File: config.mk
export PLATFORM = sky130hd
export DESIGN_NAME = huffman_decoder_flat
export DESIGN_NICKNAME = d
export VERILOG_FILES = /design/src/rtl/huffman_decoder_if.sv /design/src/rtl/huffman_decoder.sv /design/src/flat_wrapper.sv
export SDC_FILE = /design/constraint.sdc
export NUM_CORES = 1
export LEC_CHECK = 0
export CAP_MARGIN = 20
export CELL_PAD_IN_SITES_DETAIL_PLACEMENT = 0
export CELL_PAD_IN_SITES_GLOBAL_PLACEMENT = 1
export CORE_UTILIZATION = 53
export CTS_CLUSTER_SIZE = 40
export DETAILED_ROUTE_END_ITERATION = 8
export HOLD_SLACK_MARGIN = 0.15
export PLACE_DENSITY_LB_ADDON = 0.3
export SLEW_MARGIN = 25
export SYNTH_ARGS = -nofsm -noshare
export SYNTH_HDL_FRONTEND = slang
export SYNTH_SLANG_ARGS = --single-unit
File: constraint.sdc
create_clock -name clk -period 6.7 [get_ports clk]
set_input_delay 1.34 -clock clk [delete_from_list [all_inputs] [get_ports clk]]
set_output_delay 1.34 -clock clk [all_outputs]
set_load 0.03 [all_outputs]
File: src/rtl/huffman_decoder_if.sv
// Handshake bundle for the serial Huffman decoder: table load, bit stream in, decode events out.
interface huffman_decoder_if #(
  parameter int CODE_MAX = 7,
  parameter int LEN_W    = $clog2(CODE_MAX + 1)
);
  logic                tbl_valid;
  logic [CODE_MAX-1:0] tbl_code;
  logic [LEN_W-1:0]    tbl_len;
  logic                bit_valid;
  logic                bit_in;
  logic                bit_last;
  logic                busy;
  logic                out_valid;
  logic [3:0]          out_char;
  logic                out_err;
  logic                out_done;

  modport master (
    output tbl_valid, tbl_code, tbl_len, bit_valid, bit_in, bit_last,
    input  busy, out_valid, out_char, out_err, out_done
  );

  modport slave (
    input  tbl_valid, tbl_code, tbl_len, bit_valid, bit_in, bit_last,
    output busy, out_valid, out_char, out_err, out_done
  );
endinterface

File: src/rtl/huffman_decoder.sv
// Serial Huffman decoder: loads a code table, then turns a 1-bit/cycle stream into
// character indices, flagging codewords that never match.
//
//   state  | meaning
//   IDLE   | waiting for table entry 0; stream bits ignored
//   LOAD   | storing table entries 1..NUM_CHAR-1 in order
//   DECODE | shifting in stream bits and matching against the table
module huffman_decoder #(
  parameter int NUM_CHAR = 8,
  parameter int CODE_MAX = 7,
  parameter int LEN_W    = $clog2(CODE_MAX + 1)
) (
  input  logic             clk,
  input  logic             rst_n,
  huffman_decoder_if.slave hd
);
  localparam int CNT_W = $clog2(NUM_CHAR);

  typedef enum logic [1:0] {IDLE, LOAD, DECODE} state_t;

  state_t                            state_q, state_d;
  logic [CNT_W-1:0]                  cnt_q, cnt_d;
  logic [NUM_CHAR-1:0][CODE_MAX-1:0] code_q, code_d;
  logic [NUM_CHAR-1:0][LEN_W-1:0]    len_q, len_d;
  // Only CODE_MAX-1 bits are ever kept: a full-length codeword always clears.
  logic [CODE_MAX-2:0]               acc_q, acc_d;
  logic [LEN_W-1:0]                  len_cnt_q, len_cnt_d;
  logic                              out_valid_q, out_valid_d;
  logic [3:0]                        out_char_q, out_char_d;
  logic                              out_err_q, out_err_d;
  logic                              out_done_q, out_done_d;

  logic [CODE_MAX-1:0] acc_n;
  logic [CODE_MAX-1:0] mask_n;
  logic [LEN_W-1:0]    len_n;
  logic                hit;
  logic [3:0]          hit_idx;

  // Descending scan so the lowest matching index is the one left standing.
  always_comb begin
    acc_n   = {acc_q, hd.bit_in};
    len_n   = len_cnt_q + 1'b1;
    mask_n  = ~({CODE_MAX{1'b1}} << len_n);
    hit     = 1'b0;
    hit_idx = '0;
    for (int i = NUM_CHAR - 1; i >= 0; i--) begin
      if ((len_q[i] == len_n) && (((code_q[i] ^ acc_n) & mask_n) == '0)) begin
        hit     = 1'b1;
        hit_idx = 4'(i);
      end
    end
  end

  always_comb begin
    state_d     = state_q;
    cnt_d       = cnt_q;
    code_d      = code_q;
    len_d       = len_q;
    acc_d       = acc_q;
    len_cnt_d   = len_cnt_q;
    out_valid_d = 1'b0;
    out_char_d  = out_char_q;
    out_err_d   = 1'b0;
    out_done_d  = 1'b0;
    case (state_q)
      IDLE: begin
        if (hd.tbl_valid) begin
          code_d[0] = hd.tbl_code;
          len_d[0]  = hd.tbl_len;
          cnt_d     = CNT_W'(1);
          state_d   = LOAD;
        end
      end
      LOAD: begin
        if (hd.tbl_valid) begin
          code_d[cnt_q] = hd.tbl_code;
          len_d[cnt_q]  = hd.tbl_len;
          cnt_d         = cnt_q + 1'b1;
          if (cnt_q == CNT_W'(NUM_CHAR - 1)) begin
            cnt_d   = '0;
            state_d = DECODE;
          end
        end
      end
      DECODE: begin
        if (hd.bit_valid) begin
          if (hit) begin
            out_valid_d = 1'b1;
            out_char_d  = hit_idx;
            out_done_d  = hd.bit_last;
            acc_d       = '0;
            len_cnt_d   = '0;
          end else if (hd.bit_last || (len_n == LEN_W'(CODE_MAX))) begin
            out_err_d = 1'b1;
            acc_d     = '0;
            len_cnt_d = '0;
          end else begin
            acc_d     = acc_n[CODE_MAX-2:0];
            len_cnt_d = len_n;
          end
          if (hd.bit_last) begin
            state_d = IDLE;
          end
        end
      end
      default: state_d = IDLE;
    endcase
  end

  always_ff @(posedge clk or negedge rst_n) begin
    if (!rst_n) begin
      state_q     <= IDLE;
      cnt_q       <= '0;
      code_q      <= '0;
      len_q       <= '0;
      acc_q       <= '0;
      len_cnt_q   <= '0;
      out_valid_q <= 1'b0;
      out_char_q  <= '0;
      out_err_q   <= 1'b0;
      out_done_q  <= 1'b0;
    end else begin
      state_q     <= state_d;
      cnt_q       <= cnt_d;
      code_q      <= code_d;
      len_q       <= len_d;
      acc_q       <= acc_d;
      len_cnt_q   <= len_cnt_d;
      out_valid_q <= out_valid_d;
      out_char_q  <= out_char_d;
      out_err_q   <= out_err_d;
      out_done_q  <= out_done_d;
    end
  end

  assign hd.busy      = (state_q != IDLE);
  assign hd.out_valid = out_valid_q;
  assign hd.out_char  = out_char_q;
  assign hd.out_err   = out_err_q;
  assign hd.out_done  = out_done_q;
endmodule
File: src/flat_wrapper.sv
// flat-port wrapper written by rule: the top's interface ports become plain ports
module huffman_decoder_flat 
#(
  parameter int NUM_CHAR = 8,
  parameter int CODE_MAX = 7,
  parameter int LEN_W    = $clog2(CODE_MAX + 1)
)
  (clk, rst_n, hd_tbl_valid, hd_tbl_code, hd_tbl_len, hd_bit_valid, hd_bit_in, hd_bit_last, hd_busy, hd_out_valid, hd_out_char, hd_out_err, hd_out_done);
  huffman_decoder_if #(.CODE_MAX(CODE_MAX), .LEN_W(LEN_W)) hd_i ();
  input  logic clk;
  input  logic rst_n;
  input wire logic [$bits(hd_i.tbl_valid)-1:0] hd_tbl_valid;
  input wire logic [$bits(hd_i.tbl_code)-1:0] hd_tbl_code;
  input wire logic [$bits(hd_i.tbl_len)-1:0] hd_tbl_len;
  input wire logic [$bits(hd_i.bit_valid)-1:0] hd_bit_valid;
  input wire logic [$bits(hd_i.bit_in)-1:0] hd_bit_in;
  input wire logic [$bits(hd_i.bit_last)-1:0] hd_bit_last;
  output wire logic [$bits(hd_i.busy)-1:0] hd_busy;
  output wire logic [$bits(hd_i.out_valid)-1:0] hd_out_valid;
  output wire logic [$bits(hd_i.out_char)-1:0] hd_out_char;
  output wire logic [$bits(hd_i.out_err)-1:0] hd_out_err;
  output wire logic [$bits(hd_i.out_done)-1:0] hd_out_done;
  assign hd_i.tbl_valid = hd_tbl_valid;
  assign hd_i.tbl_code = hd_tbl_code;
  assign hd_i.tbl_len = hd_tbl_len;
  assign hd_i.bit_valid = hd_bit_valid;
  assign hd_i.bit_in = hd_bit_in;
  assign hd_i.bit_last = hd_bit_last;
  assign hd_busy = hd_i.busy;
  assign hd_out_valid = hd_i.out_valid;
  assign hd_out_char = hd_i.out_char;
  assign hd_out_err = hd_i.out_err;
  assign hd_out_done = hd_i.out_done;
  huffman_decoder #(.NUM_CHAR(NUM_CHAR), .CODE_MAX(CODE_MAX), .LEN_W(LEN_W)) u_core (.clk(clk), .rst_n(rst_n), .hd(hd_i));
endmodule
==> results_dict.tcl, run 1 <==
# place-and-route summary
set metrics [dict create \
    run_status "finished, final reports clean" \
    critical_path.cell_chain "ha_1 -> inv_1 -> ha_1 -> nor2b_1 -> a222oi_1 -> or4b_4 -> a21boi_4 -> nand3_4 -> nor2_4 -> a32o_1" \
    min-delay-path-class "flop to flop" \
    pins_over_slew_limit 0 \
    place_area_mm2 0.005443 \
    max_freq_mhz 275.0 \
    timing.critical_path.slowest_stage_cell "ha_1" \
    cts-resized-gates 0 \
    layout_nets 460 \
    nWellTaps 129 \
    synth_top_area_share_pct 48.69 \
    netlist.top_cell.by_area "dfrtp_1" \
    initial_core_util_pct 55.10 \
    slowest_cell_delay_on_critical_path_ns 0.73 \
    detail-route-antenna-nets 0 \
    comb.multi_input.count 295 \
    report.final.setup_viol 0 \
    pre_cts_ws_ns 2.946 \
    cts-buffers-inserted 9 \
    weighted_congestion_reported_at_the_end_of_routability_driven_placement 0.8750 \
    cts.path.max_buffers 2 \
    async_flop_share_pct 100.0 \
    setup_ws_ns 3.063 \
    initialDrtViolationCount 170 \
    area.combinational_mm2 0.002529 \
    fin_skew_ns 0.01425 \
    h_tree_levels 3 \
    sh_comb_area_pct 44.71 \
    synthTopCellsByCount "100 x dfrtp_1, 72 x mux2_2, 45 x xnor2_1" \
    seq_share_pct 44.25 \
    final_core_density_pct 60.63 \
    place_inst 556 \
    worst_pin_slew_ns 0.9931 \
    seq-power_mw 1.06 \
    worst-setup-path-type "flop to flop" \
    total_leakage_power_nw 2.380 \
    cts_sinks 100 \
    largestPowerGroup "sequential cells" \
    drive_above_1_share_pct 23.70 \
    grt_first_pass_wirelength_um 18360 \
    share_seq_of_total_power_pct 44.9 \
    total_power_mw 2.360 \
    largest_class "multi-input combinational cells" \
    largest_fanout_on_the_critical_path 18 \
    cell_count_in_the_yosys_report 424 \
    clk_pin_slew_worst_paths_ns 0.10 \
    clockBufferCount 9 \
    timing.critical_path.arrival_ns 3.90 \
    critPathBufInv 1 \
    pin_count_of_the_biggest_net_entering_global_routing 57 \
    layoutNonFillerInstCount 572 \
    finalHoldViolations 0 \
    register_bit_total_from_synthesis 100 \
    combPwrFrac_pct 38.4 \
    tns_ns 0 \
    total_gr_overflow 0 \
    switching_share_pct 35.61 \
    synth-edff-count 0 \
    power_frac_clock_pct 16.7 \
    rows 35 \
    reg2reg_slack_ns 3.06 \
    timing.critical_path.required_ns 6.96 \
    max_cap_violations 0 \
    vias 3326 \
    finalInstanceArea_mm2 0.005655 \
    rsz0062_at_grt "no" \
    timing.hold.worst_path_depth 1 \
    clk_root_buffer_cell "clkbuf_8" \
    ir_drop_uv 206.0 \
    synthesis.area_per_instance_um2 12.12 \
    fp.dieW_um 100.5 \
    core_area_mm2 0.009328 \
    ff_latch_area_mm2 0.002502 \
    die-height_um 100.5 \
    finalCritPeriodShare_pct 54.28 \
    top_cell "dfrtp_1" \
    floorplan.nets 446 \
    grt_pass1_vias 3334 \
    power.combinational.total_uw 907 \
]
-- run 1: flip-flops by register name, indices dropped and copies added (netlist names) --
register             flops
u_core.code_q           56
u_core.hd.out_done       1
u_core.len_q            24
u_core.hd.out_err        1
u_core.len_cnt_q         3
u_core.cnt_q             3
u_core.acc_q             6
u_core.state_q           2
u_core.hd.out_char       3
u_core.hd.out_valid      1
-- run 1: metal layers --
| metal | vias to the layer above | GRT usage [%] | part of all wire [%] |
|---|---|---|---|
| li1 | 1545 | - | - |
| met1 | 1686 | 34.01 | 46 |
| met2 | 79 | 40.15 | 48 |
| met3 | 16 | 5.340 | 5.3 |
| met4 | 0 | 7.023 | 1.5 |
| met5 | - | 0 | 0 |
-- run 1: cells in the final DEF (no fill, tap or decap), types with 11 or more instances in the layout --
cell type / instances
dfrtp_1: 100
mux2_2: 72
xnor2_1: 45
xor2_1: 25
clkdlybuf4s50_1: 21
o21ai_0: 16
nand2_1: 12
a21oi_1: 11
-- run 1: cells by family (layout without fill, tap and decap cells) --
kind of cell | after synthesis | after routing | share of synthesized area [%]
AND-OR/OR-AND | 66 | 66 | 9.007
XOR/XNOR | 70 | 70 | 11.93
adder cells (fa/ha/maj) | 6 | 6 | 1.461
buffers and inverters | 29 | 48 | 2.556
flip-flops | 100 | 100 | 48.69
multiplexers | 82 | 82 | 17.94
other | 1 | 1 | 0.07296
AND/OR/NAND/NOR | 70 | 70 | 8.350
-- run 1: worst paths after layout --
check	endpoint	start
hold / removal	u_core.len_q[3]	u_core.len_q[3]
min in group asynchronous	u_core.cnt_q[0]	rst_n
setup / recovery	u_core.acc_q[1]	u_core.len_cnt_q[0]
max in group asynchronous	u_core.acc_q[2]	rst_n
hold reg to reg	u_core.len_q[3]	u_core.len_q[3]
setup reg to reg	u_core.acc_q[1]	u_core.len_cnt_q[0]
Run 1, zoomed window:
Bar = 10 um. Window x 30 to 70, y 10 to 50 um. Cells in gray, sequential cells in the stronger gray; small squares are vias.
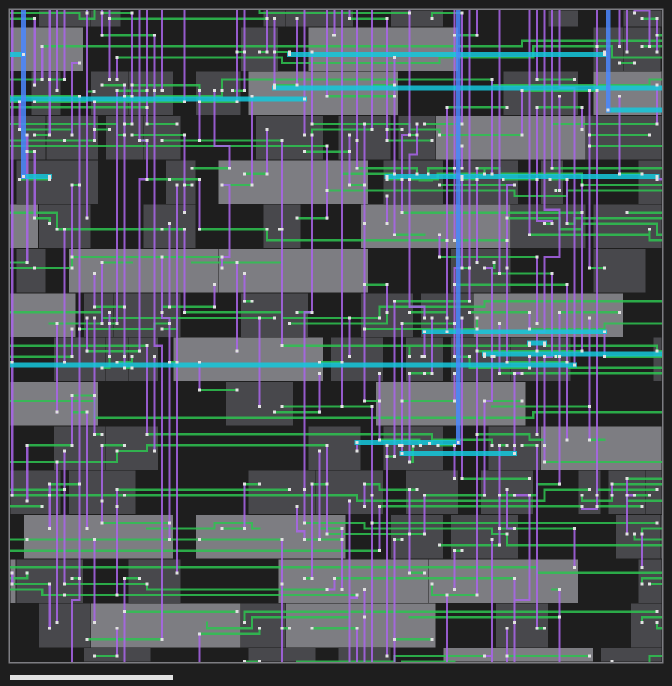
layer	color
M4	blue
M2	purple
M1	green
M3	cyan
sequential cells in the window	18
cells with their middle in the window	83
netlist names of flops here include	u_core.code_q (13), u_core.acc_q (4)
most frequent	dfrtp_1 (18), mux2_2 (11), xor2_1 (9)

Run 1, sizing map:
Bar = 20 um.
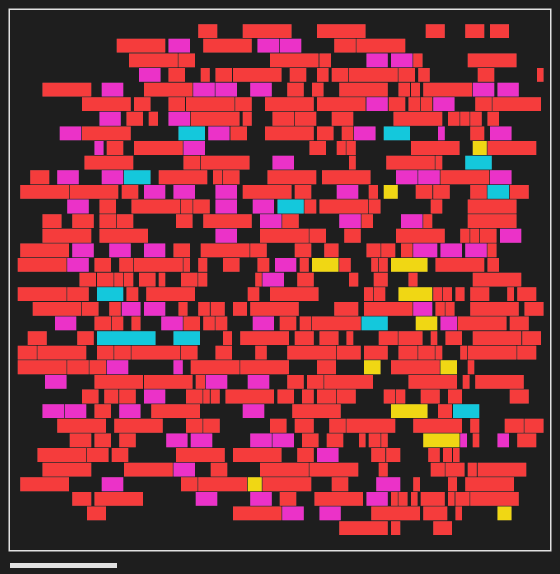
size	color	cells
x6 and larger	cyan	11
x3 and x4	yellow	12
x1 and smaller	red	338
x2	magenta	82

Run 1, signal wires on met1:
Bar = 20 um. Supply wires on this layer in gray.
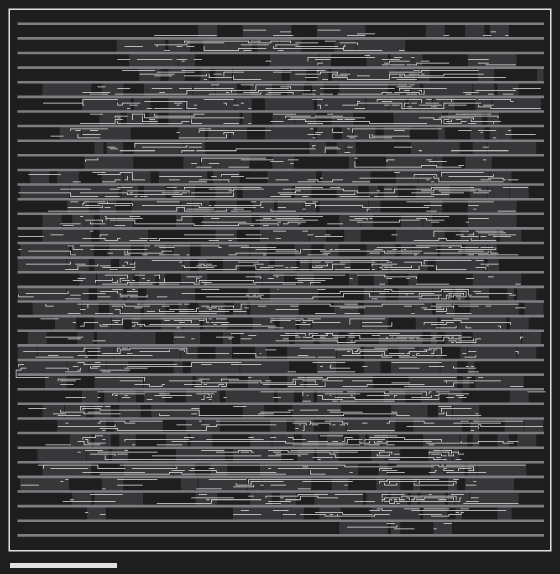
nets with wire on the layer	408
wire length on this layer	5,150 um
Global Route met1 Usage: 34.01%
overall routed net length: 11,310 um

==> run 2: changes to the inputs <==
- CORE_UTILIZATION: 53 -> 50
- clock period: 6.7 -> 3.7 ns (I/O delays scaled with it)
Run 2, signal wires on met1:
Bar = 20 um. Supply wires on this layer in gray.
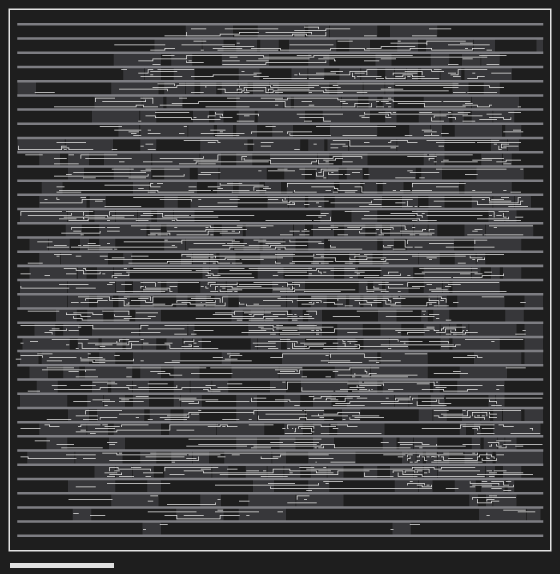
nets with wire on the layer	431
share of all routed wire	48%
overall routed net length: 11,850 um
Global Route met1 Usage: 35.68%
number of vias in the routed layout: 3,378

Run 2, sizing map:
Bar = 20 um.
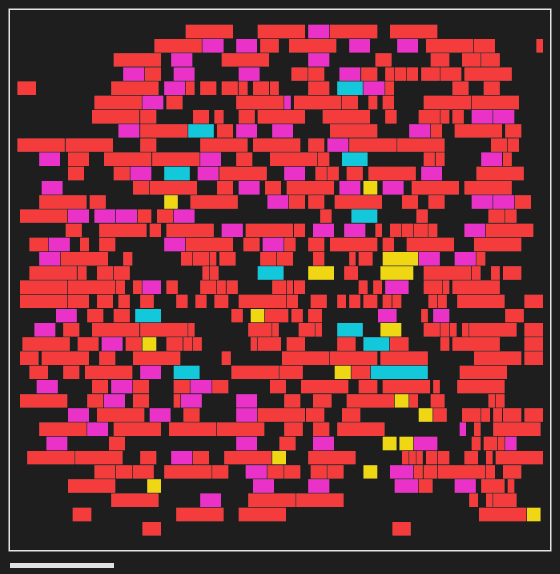
size	color	cells
x1 and smaller	red	339
x3 and x4	yellow	17
x2	magenta	82
x6 and larger	cyan	11

Run 2, zoomed window:
Bar = 10 um. Window x 32 to 72, y 11 to 51 um. Cells in gray, sequential cells in the stronger gray; small squares are vias.
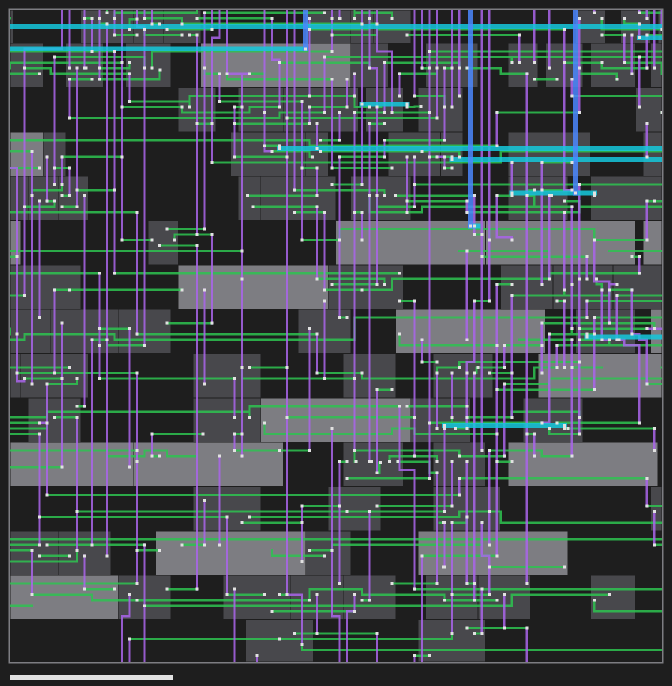
layer	color
M4	blue
M1	green
M3	cyan
M2	purple
sequential cells in the window	13
cells with their middle in the window	82
netlist names of flops here include	u_core.code_q (6), u_core.acc_q (5), u_core.len_cnt_q (2)
most frequent	dfrtp_1 (13), mux2_2 (10), xor2_1 (9)

==> run 2 against run 1 <==
Sequential share of layout area shrank 0.31 points. Sequential cell count is the same. Count of clock-buffer cells in the layout grew 2. Sequential power grew 79%. Register-to-register slack lost 2.6 ns. Power grew 84%. Clock power grew 83%.
==> results_dict.tcl, run 2 <==
# place-and-route summary
set metrics [dict create \
    clk_latency_ns 0.36 \
    layout_top_cells "100 x dfrtp_1, 72 x mux2_2, 45 x xnor2_1, 25 x xor2_1, 21 x clkdlybuf4s50_1" \
    total_gr_overflow 0 \
    max-slew-margin-rel_pct 44.39 \
    grt_first_pass_wirelength_um 18720 \
    detail-route-antenna-nets 0 \
    layoutNonFillerInstCount 582 \
    synthToLayoutAreaGrowth_pct 10.81 \
    cp_top_family "simple AND/OR/NAND/NOR gates" \
    slowest_cell_delay_on_critical_path_ns 0.72 \
    cts_tree "yes" \
    synth_xor_xnor_area_share_pct 11.93 \
    largest_fanout_on_the_critical_path 18 \
    min-delay-path-class "input port to async pin" \
    clk_pin_slew_worst_paths_ns 0.10 \
    syn-instance-count 424 \
    fp.dieW_um 103.4 \
    top_cell "dfrtp_1" \
    initial_core_util_pct 52.11 \
    worstSetupEndpointType "flop" \
    run_status "finished, final reports clean" \
    worst-setup-path-type "flop to flop" \
    final_core_density_pct 57.74 \
    max_cap_violations 0 \
    floorplan.nets 446 \
    core_area_mm2 0.009864 \
    synthTopCellsByCount "100 x dfrtp_1, 72 x mux2_2, 45 x xnor2_1" \
    drt_drc_violations_left 0 \
    synth.comb.largest_family "multiplexers" \
    num_antenna_cells 0 \
    cts.repair_timing.setup_buffer_count 0 \
    critPathBufInv 1 \
    cts-hold-fix-buffers 0 \
    cts-buffers-inserted 9 \
    synth-edff-count 0 \
    fp.dieArea_mm2 0.01069 \
    rsz0062_at_grt "no" \
    finalCritPeriodShare_pct 87.76 \
    fin_skew_ns 0.01080 \
    stage_log_warnings 28 \
    finalInstanceArea_mm2 0.005695 \
    ys_chip_area_mm2 0.005140 \
    report.final.setup_viol 0 \
    tns_ns 0 \
    largest_register_ffs 56 \
    async_flop_share_pct 100.0 \
    globalRouteTotalUtil_pct 24.26 \
    via_per_inst 5.804 \
    cts_sinks 100 \
    synth.yosys.seq_area_share_pct 48.69 \
    netlist_top_cells_area "dfrtp_1 49%, mux2_2 16%, xnor2_1 7.7%, xor2_1 4.3%, mux2_1 2.0%" \
    clk_root_buffer_cell "clkbuf_8" \
    detailed_place_hpwl_um 8466 \
    yosysUniqueCellTypes 55 \
    max_freq_mhz 308.0 \
    muxShareOfSynthArea_pct 17.94 \
    first_pass_iteration_count_of_the_detailed_router 5 \
    mostFrequentLayoutCell "dfrtp_1" \
    total_leakage_power_nw 2.394 \
    pin_count_of_the_biggest_net_entering_global_routing 62 \
    place_area_mm2 0.005493 \
    pins_over_slew_limit 0 \
    timing.critical_path.required_ns 3.95 \
    synthesis.area_mm2 0.005140 \
    num_io_pins 24 \
    ir_drop_uv 361.9 \
    critPathMostFrequentCell "ha_1" \
    critical_path.cell_chain "ha_1 -> inv_1 -> ha_1 -> nor2b_1 -> a222oi_1 -> or4b_4 -> a21boi_4 -> nand3_4 -> nor2_4 -> a32o_1" \
    synth-simple-area-share_pct 8.350 \
    layout_nets 466 \
    fin_crit_ns 3.247 \
    synth-compound-area-share_pct 9.007 \
    yosys.area_share.adder_pct 1.461 \
    drive_above_1_share_pct 24.50 \
    cp_num_cells 10 \
    worst_pin_slew_ns 0.8323 \
    place_inst 566 \
    register_bit_total_from_synthesis 100 \
    hold-worst-slack_ns 0.4338 \
    finalHoldViolations 0 \
    netlist.top_cell.by_area "dfrtp_1" \
    total_power_mw 4.331 \
    initialDrtViolationCount 156 \
    registers.top_by_ff_count "u_core.code_q" \
    cts-resized-gates 0 \
    cts.path.max_buffers 2 \
    synth.yosys.warnings 0 \
    num-fill-cells 816 \
    timing.critical_path.slowest_stage_cell "ha_1" \
    h_tree_levels 3 \
    pre_cts_ws_ns 0.5030 \
    synthFlopType "dfrtp_1" \
    timing.reg2reg.worst_path_depth 10 \
    cell_count_in_the_yosys_report 424 \
    grt_antenna_before_repair 0 \
    die-height_um 103.4 \
    synth_top_area_share_pct 48.69 \
    power_density_mw_per_mm2 760.5 \
    synthesis.area_per_instance_um2 12.12 \
    timing.critical_path.arrival_ns 3.49 \
    weighted_congestion_reported_at_the_end_of_routability_driven_placement 1.009 \
    top_regs "u_core.code_q (56), u_core.len_q (24), u_core.acc_q (6)" \
    rows 36 \
    critical_path.startpoint_type "flop" \
    wl_per_cell_um 20.35 \
    count_of_buffers_from_port_buffering 22 \
    setup_ws_ns 0.4527 \
    grt_pass1_vias 3265 \
]
run 2: cell counts after synthesis:
Identical to the previous run, type by type.
run 2: final timing paths:
kind                                     start           endpoint  slack (ns)
setup / recovery           u_core.len_cnt_q[1]    u_core.acc_q[2]        0.45
hold / removal                           rst_n    u_core.cnt_q[2]        0.43
setup reg to reg           u_core.len_cnt_q[1]    u_core.acc_q[2]        0.45
hold reg to reg              u_core.code_q[11]  u_core.code_q[11]        0.52
max in group asynchronous                rst_n  u_core.code_q[55]        2.45
min in group clk             u_core.code_q[11]  u_core.code_q[11]        0.52
run 2: cell type report:
class                   count  area [um2]  share of cell area [%]
clock buffers              11       141.4                   2.482
clock inverters             5       61.31                   1.076
multi-input cells         295        2516                   44.18
repair buffers             30       277.8                   4.877
inverters                   8       30.03                  0.5272
well taps                 133       166.4                   2.922
flip-flops and latches    100        2502                   43.94
run 2: cell families (layout without fill, tap and decap cells):
group,Yosys count,in the layout
DFF,100,100
adders and majority gates,6,6
xor gates and xnor gates,70,70
other,1,1
buffers and inverters,29,54
and+or+nand+nor,70,70
AOI/OAI and AO/OA,66,66
muxes,82,82
run 2: metal layers:
layer | GRT usage (%) | vias up | routed length (um)
met2 | 37.54 | 72 | 5509
li1 | - | 1551 | -
met3 | 2.419 | 18 | 345
met4 | 8.234 | 0 | 262
met5 | 0 | - | 0
met1 | 35.68 | 1737 | 5728
run 2: where the power goes:
group / switching, mW / total [mW] / internal (mW) / leakage [nW]
Sequential: 0.345 / 1.90 / 1.56 / 1.23
Combinational: 0.824 / 1.71 / 0.883 / 1.07
Clock: 0.387 / 0.720 / 0.333 / 0.0918
Total: 1.56 / 4.33 / 2.77 / 2.39
Power and IR drop assume default switching activity.
